Design sort_loader, sky130hd; sources not shown.
Figure 1. Cell classes on the final placement.
Drawn at 2 px/um. Fill, decap, tap and diode cells in grey.
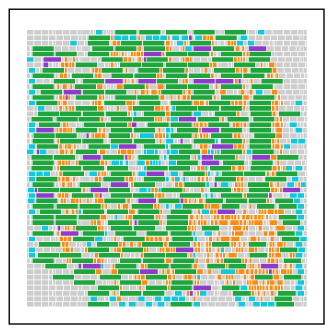
legend:
  other buffers and delay cells:
    colour: cyan
    cells: 155
    share_of_their_area: 10%
  combinational and other logic:
    colour: orange
    cells: 574
    share_of_their_area: 21%
  flops:
    colour: green
    cells: 282
    share_of_their_area: 63%
  clock drivers and dummy loads:
    colour: purple
    cells: 51
    share_of_their_area: 6.5%
number of core rows: 51
proportion of cell area occupied by registers: 61.00%

Figure 2. A small window of the routed layout.
Region (66, 66) to (91, 91) um. Cells in grey, sequential cells in the stronger grey; small squares are vias.
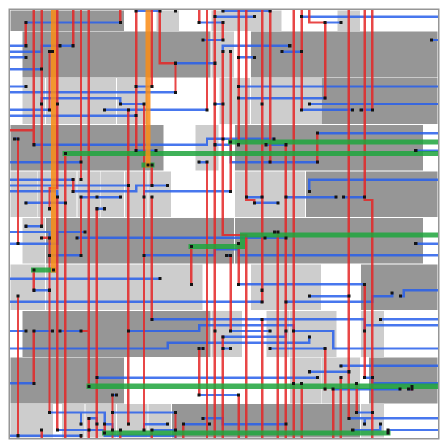
legend:
  metal 3:
    colour: green
  metal 1:
    colour: blue
  metal 4:
    colour: orange
  metal 2:
    colour: red
cells with their middle in the window: 40
most frequent: edfxtp_1 (11), clkbuf_1 (9), buf_6 (6)
sequential cells in the window: 11

==> impl_summary.log <==
[flow] collecting metrics
INFO  metric outcome = completed
INFO  metric comb_share = 19.43%
INFO  metric path_depth = 8
INFO  metric fillers = 1,346
INFO  metric overflow_left_after_global_routing = 0
INFO  metric cts.clk_slew.worst_paths = 0.06 ns
INFO  metric synth-xor-area-share = 0.8397%
INFO  metric non_clock_buffer_area_share = 9.821%
INFO  metric netlist-cell-type-count = 31
INFO  metric global_route.usage.total = 21.90%
INFO  metric initial_utilization = 58.95%
INFO  metric tritoncts_clock_tree = done
INFO  metric area_share_clock_buf_inv = 6.343%
INFO  metric final_count_of_pins_violating_max_slew = 0
INFO  metric edf_count = 256
INFO  metric vias_per_cell = 5.745
INFO  metric register_area = 0.008338 sq mm
INFO  metric vias = 7,624
INFO  metric die.size.y = 156.7 um
INFO  metric ff_type = edfxtp_1
-- per-layer routing --
layer / global-route usage, % / vias up / share of wire, %
met2: 37.38 / 333 / 50
met3: 2.896 / 56 / 7.0
met4: 7.780 / 0 / 2.6
li1: - / 3511 / -
met1: 28.33 / 3724 / 41
met5: 0 / - / 0
-- stage by stage --
| step | setup TNS, ns | total power [mW] |
|---|---|---|
| 2_1_floorplan | 0 | 3.862 |
| 3_3_place_gp | -377.87 | 4.607 |
| 3_5_place_dp | 0 | 4.647 |
| 4_1_cts | 0 | 6.664 |
| 5_1_grt | 0 | 6.804 |
| 6_report | 0 | 6.558 |
Power and IR drop assume default switching activity.
